--- config.mk ---
export PLATFORM = sky130hd
export DESIGN_NAME = pc_unit
export DESIGN_NICKNAME = d
export VERILOG_FILES = /design/src/rtl/pc_pkg.sv /design/src/rtl/pc_stack.sv /design/src/rtl/pc_unit.sv
export SDC_FILE = /design/constraint.sdc
export NUM_CORES = 1
export LEC_CHECK = 0
export CORE_MARGIN = 2
export CORE_UTILIZATION = 40
export CTS_CLUSTER_SIZE = 20
export DETAILED_ROUTE_END_ITERATION = 8
export SKIP_LAST_GASP = 1
export SLEW_MARGIN = 0
export SYNTH_ARGS = -nofsm -noshare
export SYNTH_HDL_FRONTEND = slang
export SYNTH_SLANG_ARGS = --single-unit
export TNS_END_PERCENT = 50
--- constraint.sdc ---
create_clock -name clk -period 3.2 [get_ports clk]
set_input_delay 0.96 -clock clk [delete_from_list [all_inputs] [get_ports clk]]
set_output_delay 0.96 -clock clk [all_outputs]
set_load 0.02 [all_outputs]
--- src/rtl/pc_pkg.sv ---
// Shared definitions for the program-counter unit: operation encodings and
// the width helper used to size the return-stack occupancy count.
package pc_pkg;

  typedef enum logic [2:0] {
    OP_INC  = 3'b000,
    OP_JMP  = 3'b001,
    OP_BR   = 3'b010,
    OP_CALL = 3'b011,
    OP_RET  = 3'b100
  } pc_op_e;

  // Occupancy must represent 0..depth inclusive, hence one extra bit.
  function automatic int sp_width(input int depth);
    return $clog2(depth) + 1;
  endfunction

endpackage

--- src/rtl/pc_stack.sv ---
// Return-address stack: push/pop at the top, occupancy count, and the top
// entry presented combinationally for a same-cycle RET.
module pc_stack
  import pc_pkg::*;
#(
  parameter int WIDTH = 16,
  parameter int DEPTH = 4
) (
  input  logic                       clk,
  input  logic                       rst_n,
  input  logic                       push,
  input  logic                       pop,
  input  logic [WIDTH-1:0]           push_data,
  output logic [WIDTH-1:0]           top,
  output logic [sp_width(DEPTH)-1:0] count
);

  localparam int PW = $clog2(DEPTH);
  localparam int CW = sp_width(DEPTH);
  localparam logic [CW-1:0] FULL = CW'(DEPTH);

  logic [WIDTH-1:0] mem_q [DEPTH];
  logic [WIDTH-1:0] mem_d [DEPTH];
  logic [CW-1:0]    count_q, count_d;
  logic [PW-1:0]    wr_idx, rd_idx;
  logic             do_push, do_pop;

  // Guards here keep the stack consistent even if a caller misbehaves.
  assign do_push = push && (count_q != FULL);
  assign do_pop  = pop && !push && (count_q != '0);

  // Low bits of the count address the next free slot; top is one below.
  assign wr_idx = count_q[PW-1:0];
  assign rd_idx = count_q[PW-1:0] - PW'(1);

  always_comb begin
    mem_d   = mem_q;
    count_d = count_q;
    if (do_push) begin
      mem_d[wr_idx] = push_data;
      count_d       = count_q + CW'(1);
    end else if (do_pop) begin
      count_d = count_q - CW'(1);
    end
  end

  // Entry contents carry no reset; anything above the count is don't-care.
  always_ff @(posedge clk) begin
    mem_q <= mem_d;
  end

  always_ff @(posedge clk or negedge rst_n) begin
    if (!rst_n) begin
      count_q <= '0;
    end else begin
      count_q <= count_d;
    end
  end

  assign top   = mem_q[rd_idx];
  assign count = count_q;

endmodule

--- src/rtl/pc_unit.sv ---
// Program counter with sequential step, absolute jump, relative branch and
// call/return through a small return-address stack with a sticky error flag.
module pc_unit
  import pc_pkg::*;
#(
  parameter int WIDTH        = 16,
  parameter int STEP         = 1,
  parameter int RESET_VECTOR = 0,
  parameter int STACK_DEPTH  = 4
) (
  input  logic                             clk,
  input  logic                             Reset,
  input  logic                             En,
  input  logic [2:0]                       Op,
  input  logic [WIDTH-1:0]                 E,
  output logic [WIDTH-1:0]                 Saida,
  output logic [sp_width(STACK_DEPTH)-1:0] Depth,
  output logic                             Err
);

  localparam int CW = sp_width(STACK_DEPTH);
  localparam logic [WIDTH-1:0] STEP_W = WIDTH'(STEP);
  localparam logic [WIDTH-1:0] RV_W   = WIDTH'(RESET_VECTOR);
  localparam logic [CW-1:0]    FULL   = CW'(STACK_DEPTH);

  logic [WIDTH-1:0] saida_q, saida_d;
  logic             err_q, err_d;
  logic [WIDTH-1:0] next_seq;
  logic [WIDTH-1:0] stk_top;
  logic [CW-1:0]    stk_count;
  logic             stk_push, stk_pop;

  assign next_seq = saida_q + STEP_W;

  always_comb begin
    saida_d  = saida_q;
    err_d    = err_q;
    stk_push = 1'b0;
    stk_pop  = 1'b0;
    if (En) begin
      case (pc_op_e'(Op))
        OP_INC: saida_d = next_seq;
        OP_JMP: saida_d = E;
        // Two's-complement add gives signed offset and wrap in both directions.
        OP_BR:  saida_d = saida_q + E;
        OP_CALL: begin
          saida_d = E;
          if (stk_count == FULL) begin
            err_d = 1'b1;
          end else begin
            stk_push = 1'b1;
          end
        end
        OP_RET: begin
          if (stk_count == '0) begin
            saida_d = next_seq;
            err_d   = 1'b1;
          end else begin
            saida_d = stk_top;
            stk_pop = 1'b1;
          end
        end
        default: ;
      endcase
    end
  end

  always_ff @(posedge clk or negedge Reset) begin
    if (!Reset) begin
      saida_q <= RV_W;
      err_q   <= 1'b0;
    end else begin
      saida_q <= saida_d;
      err_q   <= err_d;
    end
  end

  pc_stack #(
    .WIDTH (WIDTH),
    .DEPTH (STACK_DEPTH)
  ) u_stack (
    .clk       (clk),
    .rst_n     (Reset),
    .push      (stk_push),
    .pop       (stk_pop),
    .push_data (next_seq),
    .top       (stk_top),
    .count     (stk_count)
  );

  assign Saida = saida_q;
  assign Depth = stk_count;
  assign Err   = err_q;

endmodule

==> job_summary.md <==
### Metrics collected by this job

| Metric | Value |
|---|---|
| Psw | about 1.8 mW |
| Critical path type | in -> reg |
| Finished Layout Cells | 614 |
| Port bufs | a little over 40 |
| Yosys xor share | approximately 4.5% |
| 1st-iter DRT viols | 282 |
| Status | finished, final reports clean |
| Gate power share | 43.8% |
| GP Congestion | a little over 0.9 |
| Die ar. | ~13,000 µm² |
| Largest net degree at the start of global routing | 22 |
| Maximum root-to-sink buffer count | 2 |
| Family with the most delay on the worst path | AND-OR/OR-AND gates |
| Seq pwr share | around a third |
| Setup repair bufs after CTS | 0 |
| Main flop type | edfxtp_1 |
| Synth Instances | approximately 390 |
| Top Usage Layer GRT | met2 |
| CP dominant cell by count | a21boi_0 |
| Most numerous logic cell after layout | edfxtp_1 |
| Yosys Chip Area | around 4700 µm² |
| Cell Type Count | slightly above 60 |
| Post-synth top area share | approximately 41% |
| Adder-cell area share of the yosys netlist | 6.16% |
| Switching portion of total power | between 30% and 40% |
| Hold_buf cts | 0 |
| Die Y-Extent | 113 µm |
| # Max-Cap Violations | 0 |
| RSZ-0062 raised after global routing | no |
| Clk pwr | ~1.1 mW |
| Sequential cell area fraction in the yosys report | around half |
| Number of cells in Yosys stat | around 390 |
| Seq cells post-synth | around 84 |
| Worst-Margin Slew | 0.739 ns |
| Crit-path cells | clkdlybuf4s50_1, ha_1, a21o_1, a21oi_1, a21boi_0, o41ai_1, buf_4, xor2_1, a21boi_0 |
| Slew HR | 50.3% |
| Setup WS pre-CTS | -0.290 ns |
| Final ANT Viol Nets | 0 |
| Syn Std Cell Area | approximately 4700 µm² |
| Achievable frequency | around 0.32 GHz |
| Final instance area | about 6000 µm² |
| HP Class | reg -> reg |
| Post-CTS Resized | 0 |
| Clock power share | a little under a quarter |
| Leak Pwr | about 2.2 nW |
| Met2 usage | around 33% |
| Dominant comb cell | AND-OR/OR-AND gates |
| Antenna violations before repair | 0 |
| Clock sink count | ~84 |
| Synth cell count leaders | edfxtp_1, nor2_1, nand2_1, o21ai_0 |
| Final Power | between 4 and 5 mW |
| Fin. Hold Viols | 0 |
| WP data arrival | around 3.3 ns |
| Finish-stage setup viols | 0 |
| Area Growth Syn to Fin | 25.5% |
| Worst-path fanout max | 4 |
| Root buffer cell | clkbuf_16 |
| Met2 wire length | roughly 6000 µm |
| WL met3 | between 700 and 800 µm |
| Global route overflow | 0 |
| Max-slew violations | 0 |
| Via-to-Cell Ratio | ~5.9 |
| Final Cycle Share | 96.8% |
| Final HPWL DP | between 8000 and 9000 µm |
| Post-Route Utilization | ~52% |
| Routed metal-1 wire length | between 5000 and 6000 µm |
| Count of library flops with an enable pin | between 60 and 70 |
| Clock latency on the worst-skew pair | 0.35 ns |
| Syn Area/Cell | 12.1 µm² |
| DRC | 0 |
| P_seq | between 1.5 and 2 mW |
| Core ar. | roughly 11,000 µm² |
| Dominant logic cell types in the final layout | edfxtp_1, clkdlybuf4s50_1, buf_4, nor2_1, nand2_1 |
| Comb power | ~2.2 mW |
| Worst setup margin | just over 0.1 ns |
| ANT cells | 0 |
| Internal power | ~3.1 mW |
| Most frequent cell after synthesis | edfxtp_1 |
| CP Capture Type | register |
| H-tree Lvls | 3 |
| Fin crit period | approximately 3.1 ns |
| Syn nets | between 400 and 500 |
## final cells by class
class,count,area (µm²)
multi-input cells,277,2180
clock inverters,7,96.3
well taps,143,179
repair buffers,82,768
flip-flops and latches,84,2420
clock buffers,9,225
inverters,12,45.0
fillers,995,5550
## flip-flops by register name (all words and copies together) (netlist names)
name,flops
Err,1
Saida,16
u_stack.count,3
u_stack.mem_q,64
## worst paths after layout
check | startpoint | end | slack, ns | cells after the start
worst max-delay path | E[3] | Saida[9] | 0.10 | 9
min in group asynchronous | Reset | Saida[14] | 0.97 | 2
worst min register to register | Err | Err | 0.47 | 1
worst min-delay path | Err | Err | 0.47 | 1
worst max register to register | Saida[1] | u_stack.mem_q[46] | 0.62 | 4
max in group asynchronous | Reset | Saida[12] | 1.98 | 2
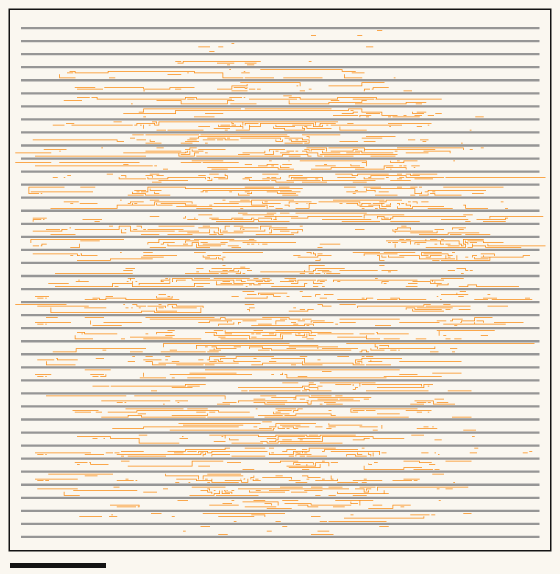
Figure 1: M1 wires.
Scale bar: 20 µm. Supply wires on this layer in grey.
share of all routed wire: 44%
wire length on this layer: 5,430 µm

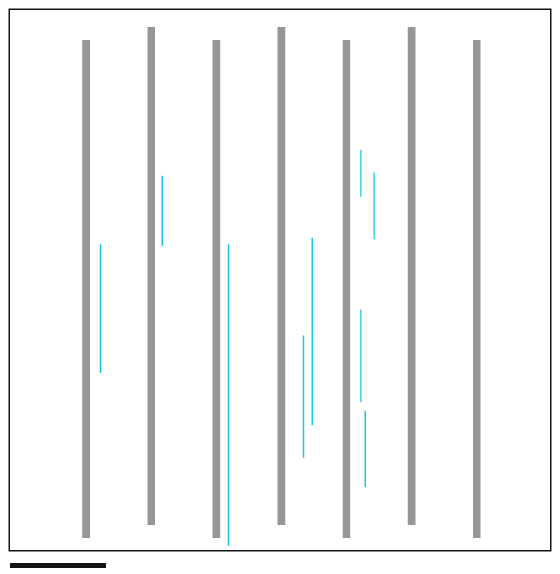
Figure 2: metal 4.
Scale bar: 20 µm. Supply wires on this layer in grey.
wire length on this layer: 225 µm
nets with wire on the layer: 6
longest straight run: 62.6 µm
Via Count: 3,640
Post-Route WL: 12,400 µm

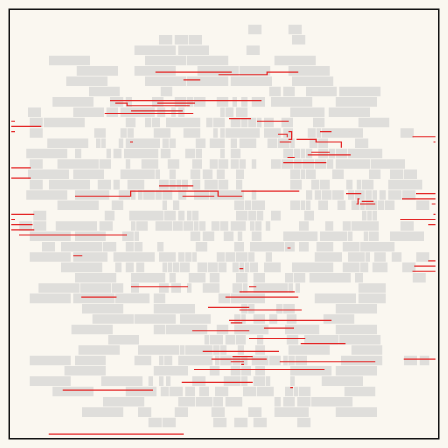
Figure 3: signal wires on met3.
Cells faint in the background.
wire length on this layer: 768 µm
share of all routed wire: 6.2%

Power figures rest on the tool's default switching activity, not on a simulated workload.
